## config.mk

```make
export PLATFORM = sky130hd
export DESIGN_NAME = rca_nibble_sequencer
export DESIGN_NICKNAME = d
export VERILOG_FILES = /design/src/rtl/rca_nibble_sequencer.sv
export SDC_FILE = /design/constraint.sdc
export NUM_CORES = 1
export LEC_CHECK = 0
export ABC_AREA = 0
export CAP_MARGIN = 15
export CORE_MARGIN = 3
export CORE_UTILIZATION = 30
export DETAILED_ROUTE_END_ITERATION = 16
export PLACE_DENSITY = 0.64
export REMOVE_ABC_BUFFERS = 1
export SYNTH_ARGS = -nofsm -noshare
export SYNTH_HDL_FRONTEND = slang
export SYNTH_SLANG_ARGS = --single-unit
```

## constraint.sdc

```tcl
create_clock -name clk -period 3.12 [get_ports clk]
set_clock_uncertainty 0.1 [all_clocks]
set_input_delay 0.78 -clock clk [delete_from_list [all_inputs] [get_ports clk]]
set_output_delay 0.78 -clock clk [all_outputs]
set_load 0.03 [all_outputs]
```

## src/rtl/rca_nibble_sequencer.sv

```systemverilog
// Wide adder built from an external combinational 4-bit ripple-carry adder.
// One nibble is added per clock, least-significant first, with the carry
// chained through a register. Operands enter on a valid/ready port. The
// registered result leaves on a valid/ready port.
module rca_nibble_sequencer #(
  parameter int NIBBLES = 4
) (
  input  logic                 clk,
  input  logic                 rst_n,
  input  logic                 in_valid,
  output logic                 in_ready,
  input  logic [4*NIBBLES-1:0] a_in,
  input  logic [4*NIBBLES-1:0] b_in,
  input  logic                 c_in,
  output logic [3:0]           rca_a,
  output logic [3:0]           rca_b,
  output logic                 rca_cin,
  input  logic [3:0]           rca_s,
  input  logic                 rca_cout,
  output logic                 out_valid,
  input  logic                 out_ready,
  output logic [4*NIBBLES-1:0] sum,
  output logic                 cout
);

  localparam int IDX_W = (NIBBLES > 1) ? $clog2(NIBBLES) : 1;
  localparam logic [IDX_W-1:0] LAST = IDX_W'(NIBBLES - 1);

  localparam logic [1:0] S_IDLE = 2'd0;
  localparam logic [1:0] S_ADD  = 2'd1;
  localparam logic [1:0] S_DONE = 2'd2;

  logic [1:0]              state;
  logic [IDX_W-1:0]        idx;
  logic                    carry_reg;
  logic                    cout_reg;
  logic [NIBBLES-1:0][3:0] a_reg;
  logic [NIBBLES-1:0][3:0] b_reg;
  logic [NIBBLES-1:0][3:0] sum_reg;

  // Handshake flags come straight from the state register.
  // This keeps in_valid and out_ready off every output path.
  assign in_ready  = (state == S_IDLE);
  assign out_valid = (state == S_DONE);
  assign sum       = sum_reg;
  assign cout      = cout_reg;

  // Adder drive depends only on registers, so rca_* moves only at clock edges.
  always_comb begin
    rca_a   = 4'd0;
    rca_b   = 4'd0;
    rca_cin = 1'b0;
    if (state == S_ADD) begin
      rca_a   = a_reg[idx];
      rca_b   = b_reg[idx];
      rca_cin = carry_reg;
    end
  end

  // Sequencer FSM and datapath.
  // The result registers hold their value after the output handshake.
  always_ff @(posedge clk) begin
    if (!rst_n) begin
      state     <= S_IDLE;
      idx       <= '0;
      carry_reg <= 1'b0;
      cout_reg  <= 1'b0;
      a_reg     <= '0;
      b_reg     <= '0;
      sum_reg   <= '0;
    end else begin
      case (state)
        S_IDLE: begin
          if (in_valid) begin
            a_reg     <= a_in;
            b_reg     <= b_in;
            carry_reg <= c_in;
            idx       <= '0;
            state     <= S_ADD;
          end
        end
        S_ADD: begin
          sum_reg[idx] <= rca_s;
          carry_reg    <= rca_cout;
          if (idx == LAST) begin
            cout_reg <= rca_cout;
            idx      <= '0;
            state    <= S_DONE;
          end else begin
            idx <= idx + 1'b1;
          end
        end
        S_DONE: begin
          if (out_ready) state <= S_IDLE;
        end
        default: state <= S_IDLE;
      endcase
    end
  end

endmodule

```

==> qor.txt <==
PD cells -> 401.8 mW/mm²
Yosys cell types -> 27
MUX area fraction -> 7.061%
slowest CP cell -> clkdlybuf4s50_1
Hold Path Class -> flip-flop to flip-flop
status -> complete, no violations
chip area -> 0.009838 mm²
aggregate routed wire length -> 5.840 mm
setup TNS -> 0 ns
Initial Util -> 31.23%
total tool warning count -> 28
startpoint types -> flip-flop
Final period util -> 95.80%
Vias -> 2020
Critical Path Max Stage Delay -> 0.59 ns
final worst path period need -> 2.989 ns
Hold Vio Cnt, Final -> 0
Yosys top cell by area -> dfxtp_1
I/O Buffers -> 69
clock root buffer -> clkbuf_8
Least-Margin Pin Slew -> 0.6033 ns
Top-area cell share -> 41.50%
Simple-Gate Area Share -> 21.95%
Slew HR -> 59.65%
Placed Area -> 0.003314 mm²
Comb area -> 0.001335 mm²
Seq share, synth -> 41.50%
clk buf depth -> 2
crit-path leading delay family -> buffers and inverters
maximum clock rate -> 334.6 MHz
Compound Share, Synth -> 20.32%
routability cong. -> 0.7874
maxcap violations -> 0
XOR/XNOR Fraction of Synth Area -> 0%
# Cells Yosys -> 269
Top Metal Used -> met4
layout cells sized above 1 -> 18.40%
starting DRC count in detailed routing -> 59
Via density -> 4.570
area delta synth->final -> 31.32%
RSZ-0062 raised after global routing -> no
final net count -> 383
CTS Buf Count -> 5
Max IR drop VDD -> 0.0002185 V
Post-route DRC -> 0
first-pass GRT wire length -> 9.556 mm
vias in the first global route -> 1968
crit path capture type -> output pin
met2 wire len -> 2.578 mm
WL/cell -> 13.21 µm
wl on met1 -> 2.856 mm
fillcell total -> 856
most frequent cells after synthesis -> nand2_1, dfxtp_1, a21boi_2
ys async rst share -> 0%
H-tree depth -> 2
DR WL met3 -> 331 µm
Routed Antenna Nets -> 0
Post-synth area hogs -> dfxtp_1, a21boi_2, nand2_1, mux4_2, buf_6
largest net degree at the start of global routing -> 33
GR peak layer -> met2
I/O pin total -> 70
HPWL Detailed -> 4.305 mm
Arr. time, crit path -> 2.11 ns
CP bufs+invs -> 2
Reg area -> 0.001081 mm²
most numerous cell in the Yosys netlist -> nand2_1
Synth Area per Inst -> 9.684 µm²
Slew Limit Fails -> 0
initial antenna violation count -> 0
ANT cells -> 0
GRT Total Usage -> 12.17%
Lkg Pwr -> 0.001196 µW
Commonest flop -> dfxtp_1
Clock Sinks -> 54
Mapped Cells -> 269
Final Total Pwr -> 1375 µW
Clk pin slew, worst setup/hold paths -> 0.09 ns
Synth Register Bits -> 54
Post-CTS Hold Buffers -> 0
DR pass1 iterations -> 4
Post-synth EDFFs -> 0
crit path max fanout -> 8
==> final timing paths <==
check	slack [ns]	from	cells after the start	endpoint
max	0.13	idx[0]	4	rca_a[3]
min	0.36	sum[15]	2	sum[15]
max reg2reg	1.23	state[1]	4	state[0]
min reg2reg	0.36	sum[15]	2	sum[15]
==> stage by stage <==
| step | std cells | utilization, % | worst slack (ns) | hold WS (ns) |
|---|---|---|---|---|
| 3_5_place_dp | 431 | 39.74 | 0.2953 | 0.3467 |
| 4_1_cts | 442 | 41.01 | 0.09469 | 0.3598 |
| 6_report | 442 | 41.01 | 0.1310 | 0.3552 |
| 5_1_grt | 442 | 41.01 | 0.01862 | 0.3764 |
| 2_1_floorplan | 248 | - | 0.7338 | 0.3303 |
| 3_3_place_gp | 431 | 39.74 | 0.3081 | 0.3422 |
==> layout by cell type, fill, tap and decap left out, types with 7 or more instances in the layout <==
cell type and instances:
buf_4 14, clkdlybuf4s50_1 68, dfxtp_1 54, a21boi_0 10
a21boi_2 30, a21boi_1 11, nand3_1 18, and2_1 9
mux4_2 7, nand2_1 78
==> what timing repair did <==
item | in CTS | in global routing
setup endpoints to repair | 7 | 0
gates resized | 0 | 0
buffers inserted | 4 | 0
==> power breakdown <==
group          switching, µW  leakage, µW  internal, µW
Combinational            124     0.000717           137
Sequential              18.2     0.000441           723
Clock                    217    0.0000383           155
Total                    359      0.00120          1020
==> cell type report <==
class                      count  share of cell area, %
tap                          105                  3.841
clock buffer                   7                  2.231
multi-input combinational    191                  39.03
timing repair buffer          82                  22.97
inverter                       3                 0.3292
sequential                    54                  31.60
==> tightest hold or removal path, cell delays in order (launching register included) <==
cell and delay, ns:
dfxtp_1 0.32, nand2_1 0.05, a21boi_1 0.05
Clock distribution:
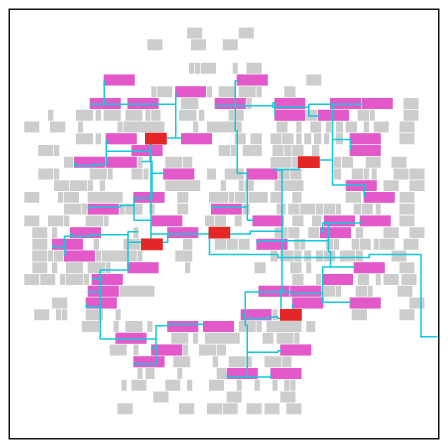
- red: clock drivers (count 5)
- magenta: flip-flops (count 54)
- cyan: clock wires (length 677 µm)
- routed clock nets: 6
Power Clock: 372 µW
clock share of power: 27.1%
Insertion Delay late pin: 0.31 ns

PDN straps and rails:
Pins as bars on the die edge. Tap cells in grey.
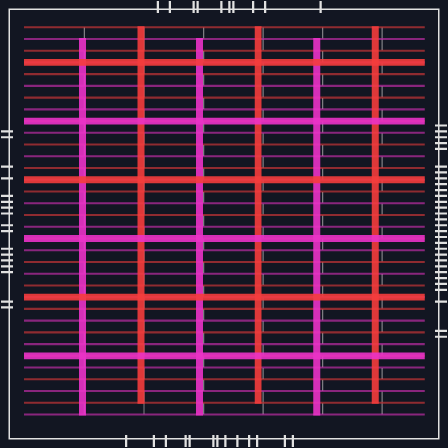
- magenta: VSS
- red: VDD
- tap cells: 105
- signal pins: 70
- met5 straps: 6
- met4 straps: 6
- rows: 33
Die Wd: 99.19 µm
DIE HEIGHT: 99.19 µm

Placement by cell class:
Bar = 20 µm.
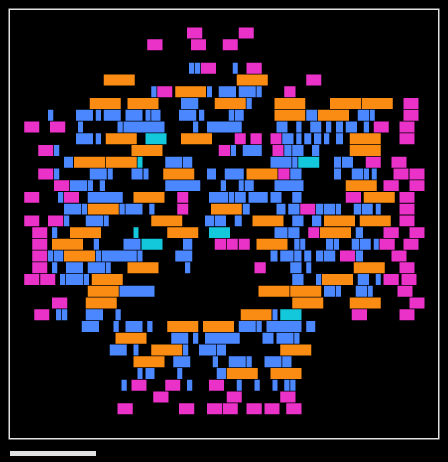
- cyan: clock drivers and dummy loads (cells 7; share of their area 2.3%)
- blue: combinational and other logic (cells 194; share of their area 41%)
- orange: sequential cells (cells 54; share of their area 33%)
- magenta: remaining buffers and delay cells (cells 82; share of their area 24%)
fin util: 41.01%
fin area: 0.003421 mm²
core area: 0.008341 mm²
num rows: 33
Seq/total area: 31.60%

Congestion heat map:
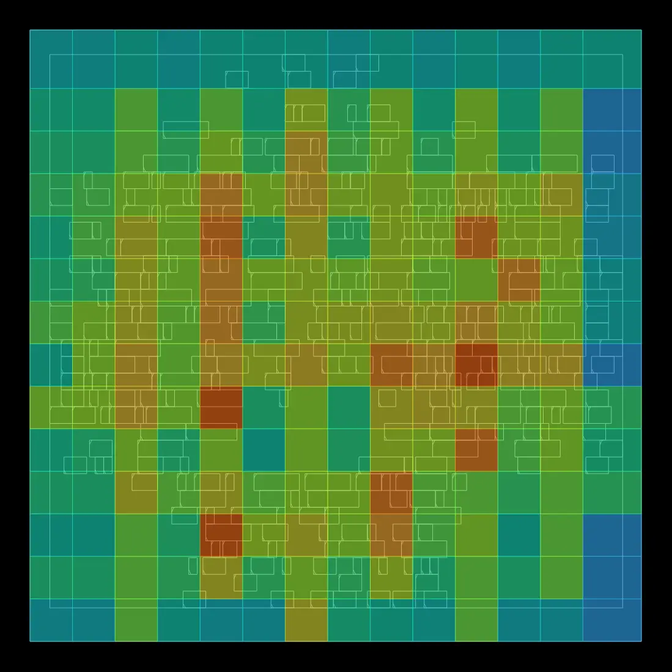
met3 Use GR: 2.805%
met1 usage in global routing: 16.59%
met2 Resource Use GR: 19.16%

Power is estimated from default activity; no workload was simulated.
